==> images/congestion_map.png <==
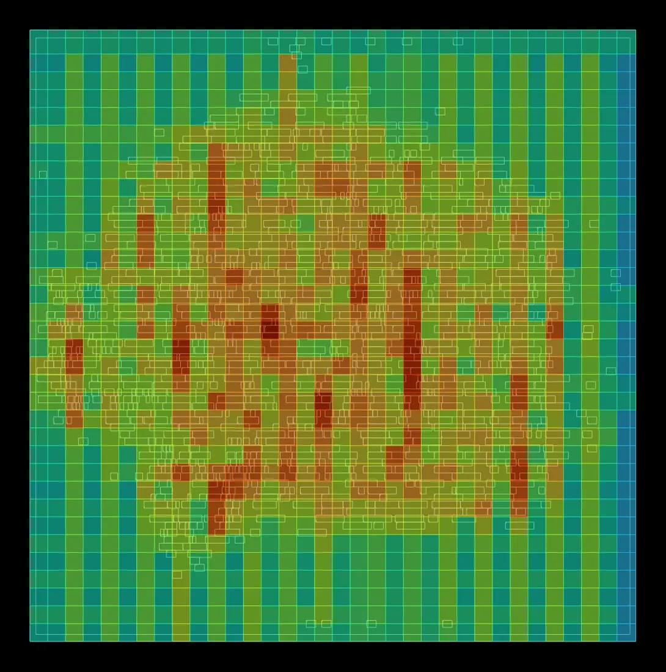
==> images/clock_wires.png <==
Drawn at 2 px/µm.
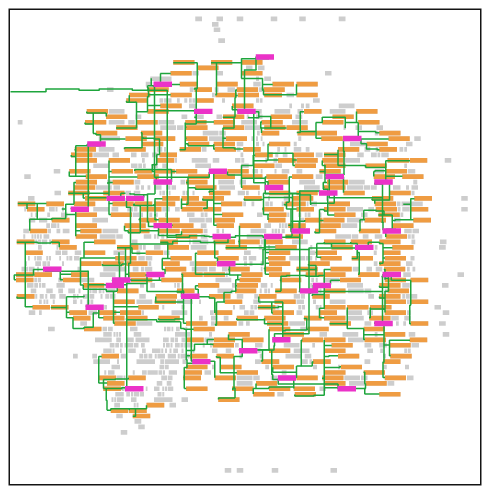
==> images/floorplan.png <==
Drawn at 1.5 px/µm. Pins as bars on the die edge.
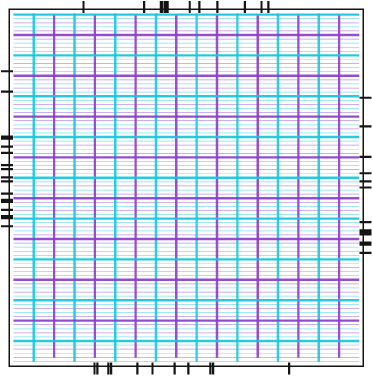
### config.mk
export PLATFORM = sky130hd
export DESIGN_NAME = uart_word_packer
export DESIGN_NICKNAME = d
export VERILOG_FILES = /design/src/rtl/uart_word_pkg.sv /design/src/rtl/word_fifo.sv /design/src/rtl/uart_word_packer.sv
export SDC_FILE = /design/constraint.sdc
export NUM_CORES = 1
export LEC_CHECK = 0
export ABC_CLOCK_PERIOD_IN_PS = 5700
export CAP_MARGIN = 20
export CORE_AREA = 2 2 233 235
export CTS_CLUSTER_SIZE = 14
export DETAILED_ROUTE_END_ITERATION = 10
export DIE_AREA = 0 0 235 237
export SYNTH_ARGS = -nofsm -noshare
export SYNTH_HDL_FRONTEND = slang
export SYNTH_SLANG_ARGS = --single-unit
export TNS_END_PERCENT = 30
### constraint.sdc
create_clock -name CLK -period 5.7 [get_ports CLK]
set_input_delay 1.14 -clock CLK [delete_from_list [all_inputs] [get_ports CLK]]
set_output_delay 1.14 -clock CLK [all_outputs]
set_load 0.05 [all_outputs]
### src/rtl/uart_word_pkg.sv
// Shared types and constants for the UART-to-SHA-256 word packer.
package uart_word_pkg;

    // Packing FSM: S_IDLE holds no bytes, S_COLLECT holds 1..3 bytes.
    typedef enum logic {
        S_IDLE    = 1'b0,
        S_COLLECT = 1'b1
    } state_t;

    localparam int BYTES_PER_WORD  = 4;
    localparam int WORDS_PER_BLOCK = 16;
    localparam int WORD_W          = 32;
    localparam int ENTRY_W         = WORD_W + 1;   // {last, word}

    // True when the word index is the final word of a 512-bit block.
    function automatic logic is_last_word(input logic [3:0] idx);
        return idx == 4'(WORDS_PER_BLOCK - 1);
    endfunction

endpackage

### src/rtl/word_fifo.sv
// First-word-fall-through FIFO with a registered head.
// The head register always holds the oldest entry (or 0 when empty), so
// pop_data is a flop output and is stable until the entry is popped.
module word_fifo #(
    parameter int WIDTH = 33,
    parameter int DEPTH = 8
) (
    input  logic             clk,
    input  logic             rst_n,
    input  logic             clear,
    input  logic             push,
    input  logic [WIDTH-1:0] push_data,
    input  logic             pop,
    output logic [WIDTH-1:0] pop_data,
    output logic             full,
    output logic             empty
);

    localparam int PW = $clog2(DEPTH);
    localparam int CW = PW + 1;

    logic [WIDTH-1:0] mem_q [DEPTH];
    logic [PW-1:0]    wr_ptr_q;
    logic [PW-1:0]    rd_ptr_q;
    logic [CW-1:0]    cnt_q;
    logic [WIDTH-1:0] head_q;

    logic             pop_ok;
    logic             push_ok;
    logic [PW-1:0]    wr_ptr_n;
    logic [PW-1:0]    rd_ptr_n;
    logic [CW-1:0]    cnt_n;
    logic [WIDTH-1:0] head_n;

    assign full     = (cnt_q == CW'(DEPTH));
    assign empty    = (cnt_q == '0);
    assign pop_data = head_q;

    // A full FIFO still accepts a push when the head leaves in the same cycle.
    assign pop_ok  = pop && !empty;
    assign push_ok = push && (!full || pop_ok);

    // Next pointers, occupancy and head value; pointers wrap naturally
    // because DEPTH is a power of two.
    always_comb begin
        wr_ptr_n = wr_ptr_q;
        rd_ptr_n = rd_ptr_q;
        cnt_n    = cnt_q;
        head_n   = head_q;
        if (push_ok) begin
            wr_ptr_n = wr_ptr_q + PW'(1);
        end
        if (pop_ok) begin
            rd_ptr_n = rd_ptr_q + PW'(1);
        end
        cnt_n = cnt_q + CW'(push_ok) - CW'(pop_ok);
        if (cnt_n == '0) begin
            head_n = '0;
        end else if (empty || (cnt_q == CW'(1) && pop_ok)) begin
            // The entry being pushed is the only one left: it becomes head.
            head_n = push_data;
        end else begin
            head_n = mem_q[rd_ptr_n];
        end
    end

    // Storage array; contents need no reset because the head register is
    // the only path to the output.
    always_ff @(posedge clk) begin
        if (push_ok && !clear) begin
            mem_q[wr_ptr_q] <= push_data;
        end
    end

    // Pointer, occupancy and head registers with async reset and sync clear.
    always_ff @(posedge clk or negedge rst_n) begin
        if (!rst_n) begin
            wr_ptr_q <= '0;
            rd_ptr_q <= '0;
            cnt_q    <= '0;
            head_q   <= '0;
        end else if (clear) begin
            wr_ptr_q <= '0;
            rd_ptr_q <= '0;
            cnt_q    <= '0;
            head_q   <= '0;
        end else begin
            wr_ptr_q <= wr_ptr_n;
            rd_ptr_q <= rd_ptr_n;
            cnt_q    <= cnt_n;
            head_q   <= head_n;
        end
    end

endmodule

### src/rtl/uart_word_packer.sv
// Packs UART receiver bytes big-endian into 32-bit words, tags every 16th
// word as the end of a SHA-256 message block and buffers words in a FIFO.
//
// Output handshake: Word_Valid_out=1 means Word_out/Word_Last_out hold the
// oldest buffered word; it transfers on a clock edge where Word_Valid_out
// and Word_Ready_in are both 1. While Valid=1 and Ready=0 the word and its
// tag stay unchanged. Ready without Valid does nothing. The UART side has
// no back-pressure: a word that finds the FIFO full is dropped and flagged.
module uart_word_packer
    import uart_word_pkg::*;
#(
    parameter int FIFO_DEPTH   = 8,
    parameter int TIMEOUT_CLKS = 17360,
    parameter int TIMEOUT_W    = 16
) (
    input  logic        CLK,
    input  logic        RST_N,
    input  logic        Clear_in,
    input  logic        Rx_DV_in,
    input  logic [7:0]  Rx_Byte_in,
    output logic [31:0] Word_out,
    output logic        Word_Last_out,
    output logic        Word_Valid_out,
    input  logic        Word_Ready_in,
    output logic [3:0]  Word_Count_out,
    output logic        Overflow_Err_out,
    output logic        Timeout_Err_out,
    output state_t      State_dbg_out
);

    localparam logic [TIMEOUT_W-1:0] TMO_LAST = TIMEOUT_W'(TIMEOUT_CLKS - 1);
    localparam logic [1:0]           LAST_BYTE = 2'(BYTES_PER_WORD - 1);

    state_t               state_q, state_n;
    logic [23:0]          held_q, held_n;
    logic [1:0]           bcnt_q, bcnt_n;
    logic [TIMEOUT_W-1:0] tmo_q, tmo_n;
    logic [3:0]           wcnt_q;
    logic                 ovf_q;
    logic                 tmo_err_q;

    logic                 push_req;
    logic                 expire;
    logic                 pop;
    logic                 push_ok;
    logic                 drop;
    logic                 fifo_full;
    logic                 fifo_empty;
    logic [ENTRY_W-1:0]   push_entry;
    logic [ENTRY_W-1:0]   head_entry;

    assign push_entry = {is_last_word(wcnt_q), held_q, Rx_Byte_in};

    assign Word_Valid_out   = !fifo_empty;
    assign Word_out         = head_entry[WORD_W-1:0];
    assign Word_Last_out    = head_entry[ENTRY_W-1];
    assign Word_Count_out   = wcnt_q;
    assign Overflow_Err_out = ovf_q;
    assign Timeout_Err_out  = tmo_err_q;
    assign State_dbg_out    = state_q;

    // Mirrors the FIFO accept rule so the word index only counts real pushes.
    assign pop     = Word_Ready_in && Word_Valid_out;
    assign push_ok = push_req && (!fifo_full || pop);
    assign drop    = push_req && fifo_full && !pop;

    // Packing FSM next state: shift bytes in, push on the 4th, and discard a
    // partial word after TIMEOUT_CLKS idle clocks (a DV always beats expiry).
    always_comb begin
        state_n  = state_q;
        held_n   = held_q;
        bcnt_n   = bcnt_q;
        tmo_n    = tmo_q;
        push_req = 1'b0;
        expire   = 1'b0;
        case (state_q)
            S_IDLE: begin
                tmo_n = '0;
                if (Rx_DV_in) begin
                    held_n  = {held_q[15:0], Rx_Byte_in};
                    bcnt_n  = 2'd1;
                    state_n = S_COLLECT;
                end
            end
            S_COLLECT: begin
                if (Rx_DV_in) begin
                    tmo_n = '0;
                    if (bcnt_q == LAST_BYTE) begin
                        push_req = 1'b1;
                        held_n   = '0;
                        bcnt_n   = 2'd0;
                        state_n  = S_IDLE;
                    end else begin
                        held_n = {held_q[15:0], Rx_Byte_in};
                        bcnt_n = bcnt_q + 2'd1;
                    end
                end else if (tmo_q == TMO_LAST) begin
                    expire  = 1'b1;
                    held_n  = '0;
                    bcnt_n  = 2'd0;
                    tmo_n   = '0;
                    state_n = S_IDLE;
                end else begin
                    tmo_n = tmo_q + TIMEOUT_W'(1);
                end
            end
            default: begin
                state_n = S_IDLE;
                held_n  = '0;
                bcnt_n  = 2'd0;
                tmo_n   = '0;
            end
        endcase
    end

    // Packer state, word index and error flags; Clear_in wins over any DV.
    always_ff @(posedge CLK or negedge RST_N) begin
        if (!RST_N) begin
            state_q   <= S_IDLE;
            held_q    <= '0;
            bcnt_q    <= '0;
            tmo_q     <= '0;
            wcnt_q    <= '0;
            ovf_q     <= 1'b0;
            tmo_err_q <= 1'b0;
        end else if (Clear_in) begin
            state_q   <= S_IDLE;
            held_q    <= '0;
            bcnt_q    <= '0;
            tmo_q     <= '0;
            wcnt_q    <= '0;
            ovf_q     <= 1'b0;
            tmo_err_q <= 1'b0;
        end else begin
            state_q   <= state_n;
            held_q    <= held_n;
            bcnt_q    <= bcnt_n;
            tmo_q     <= tmo_n;
            tmo_err_q <= expire;
            if (push_ok) begin
                wcnt_q <= wcnt_q + 4'd1;
            end
            if (drop) begin
                ovf_q <= 1'b1;
            end
        end
    end

    word_fifo #(
        .WIDTH (ENTRY_W),
        .DEPTH (FIFO_DEPTH)
    ) u_fifo (
        .clk       (CLK),
        .rst_n     (RST_N),
        .clear     (Clear_in),
        .push      (push_req),
        .push_data (push_entry),
        .pop       (pop),
        .pop_data  (head_entry),
        .full      (fifo_full),
        .empty     (fifo_empty)
    );

endmodule

==> flow_metrics.tcl <==
# yosys + openroad results
set metrics [dict create \
    status "finished clean" \
    warnings 28 \
    area_leaders "edfxtp_1 52%, dfrtp_1 15%, mux4_2 9.8%" \
    hp-class "reg -> reg" \
    regMostFlops "u_fifo.mem_q" \
    ff2ff_setup_slack_ps 1790 \
    ff_type "edfxtp_1" \
    core-area_um2 53300 \
    portBuffers 53 \
    wl_met2_um 18100 \
    antenna_cells 0 \
    top_cells_by_count "264 x edfxtp_1, 92 x dfrtp_1, 69 x nand2_1" \
    ys_chip_area_um2 15200 \
    clk_pin_slew_worst_paths_ps 60 \
    synth.avg_cell_area_um2 15.9 \
    crit_type "in -> reg" \
    powerDensity_nw_per_um2 446 \
    postSynthSeqShare 0.672 \
    maxSlewHeadroom 0.302 \
    largest_reg_flops 264 \
    hold_path_depth 1 \
    final_cell_mix "264 x edfxtp_1, 91 x dfrtp_1, 68 x nand2_1" \
    switchingPower_uw 2610 \
    postCtsSetupBuffers 0 \
    totalWireLength_um 36400 \
    grt_pass1_vias 9001 \
    share_comb_of_total_power 0.319 \
    fp_nets 982 \
    insertion_delay_ps 540 \
    synth_cells 958 \
    finalMaxSlewViolations 0 \
    fin_area_um2 17900 \
    cp_top_family "buffers and inverters" \
    place_congestion 0.724 \
    drive_above_1_share 0.193 \
    ys_ff 356 \
    first_iter_violations 669 \
    top_area_frac 0.521 \
    post_dp_cell_area_um2 16700 \
    seqPwrFrac 0.376 \
    crit_path_end_kind "flop" \
    m1WireLength_um 16100 \
    cp_common_cell "buf_4" \
    grt_pass1_wl_um 55900 \
    row_count 85 \
    setup_violations 0 \
    reg2regPathDepth 15 \
    layout.nets 1040 \
    cts-root-buf "clkbuf_16" \
    synthDistinctLibCells 52 \
    vdd_ir_drop_max_uv 323 \
    min_period_over_period 0.750 \
    largest_area_cell "edfxtp_1" \
    most_common_cell "edfxtp_1" \
    grt_max_degree 70 \
    viasPerCell 4.92 \
    tightest_slew_ps 1050 \
    hold_viol 0 \
    wl_met3_um 1480 \
    crit_cells 13 \
    async_flop_share 0.258 \
    dpl.hpwl_um 20200 \
    path_max_fanout 26 \
    syn_to_final_growth_pct 17.6 \
    fp-utilization 0.286 \
    yosys_warnings 0 \
    clock_sink_count 356 \
    die_y_um 237 \
    ant_nets 0 \
    post-route-min-period_ps 4270 \
    fmax_ghz 0.234 \
    leakage_uw 0.00622 \
    netSwitchingFraction 0.327 \
    fin_skew_ps 24.0 \
    synth_stat.cells 958 \
    maxCapViolCount 0 \
    remaining_drc_errors 0 \
    edf_count 264 \
    cts-resized-gates 0 \
    start_kind "input port" \
    cts_max_path_buffers 3 \
    vias 8568 \
    grtUsageTotal 0.131 \
    rsz0062_at_grt "false" \
    crit_path_cell_trace "clkdlybuf4s50_1 -> nand2b_1 -> a31oi_2 -> buf_4 -> ha_1 -> inv_1 -> fa_1 -> xnor2_1 -> nor3b_1 -> a31oi_4 -> buf_4 -> o21ai_1 -> nor3_1" \
    cpPeakStageDelay_ps 830 \
    htree_levels 2 \
    antenna_found_initial 0 \
    clkPwrFrac 0.305 \
]
Back to the opening pictures, congestion_map.png:
grt met3 use: 0.0216
final core utilization: 0.336
grt met1 use: 0.170
GR Layer Usage met2: 0.228
WL/cell: 20.9 µm

Back to the opening pictures, clock_wires.png:
Key: magenta = clock-net drivers [count 38]; green = clock wires [length 4400 µm]; orange = flip-flops [count 356]
There are 39 routed clock nets.

Back to the opening pictures, floorplan.png:
Key: cyan = VSS; purple = VDD
17 straps on met5. 16 straps on met4. 86 met1 rails follow the rows. The core has 85 rows. 54 signal pins sit on the boundary.

## stage by stage
step           worst slack [ps]  total power, µW  std cells  hold slack [ps]   util
6_report                   1430             7990       1742              497  0.336
5_1_grt                    1120             8350       1742              539  0.336
4_1_cts                    1460             8090       1742              503  0.336
3_5_place_dp                872             5650       1672              495  0.313
3_3_place_gp                997             5610       1672              480  0.313
2_1_floorplan              -114             4880        958              455      -
## cells by family after synthesis
group | share of synthesized area
xor+xnor | 0.0109
simple gates | 0.0744
flops | 0.672
fa+ha+maj | 0.00954
compound gates | 0.0492
buf+inv | 0.0198
mux | 0.164
## worst paths after layout
| kind | from | endpoint |
|---|---|---|
| max reg2reg | u_fifo.cnt_q[2] | u_fifo.pop_data[6] |
| min | tmo_q[0] | tmo_q[0] |
| min reg2reg | tmo_q[0] | tmo_q[0] |
| min in group asynchronous | RST_N | tmo_q[0] |
| max in group asynchronous | RST_N | u_fifo.pop_data[18] |
| max | Word_Ready_in | u_fifo.pop_data[6] |
## worst register-to-register path, stage by stage (launching register included)
cell      delay, ps
dfrtp_1         360
inv_1           110
ha_1            240
nor3b_2         290
inv_2           130
and2_1          230
nand2b_1        130
nand2_1          70
ha_1            190
inv_1            80
fa_1            430
nor3b_1         180
a31oi_4         830
buf_4           320
o21ai_1          80
nor3_1          160
## final cells by class
class,instances,area (µm²)
sequential,356,10200
timing repair buffer,75,706
fill,5059,35400
inverter,11,41.3
multi-input combinational,534,4820
clock inverter,19,198
tap,696,871
clock buffer,51,1030
## power by group through the flow
stage	sequential (µW)	combinational, µW	clock [µW]
after detailed placement	3070	2580	0
after CTS	3020	2590	2480
after global placement	3070	2540	0
after global routing	3020	2740	2590
final	3010	2550	2440
after floorplan	3260	1620	0
Power figures rest on the tool's default switching activity, not on a simulated workload.
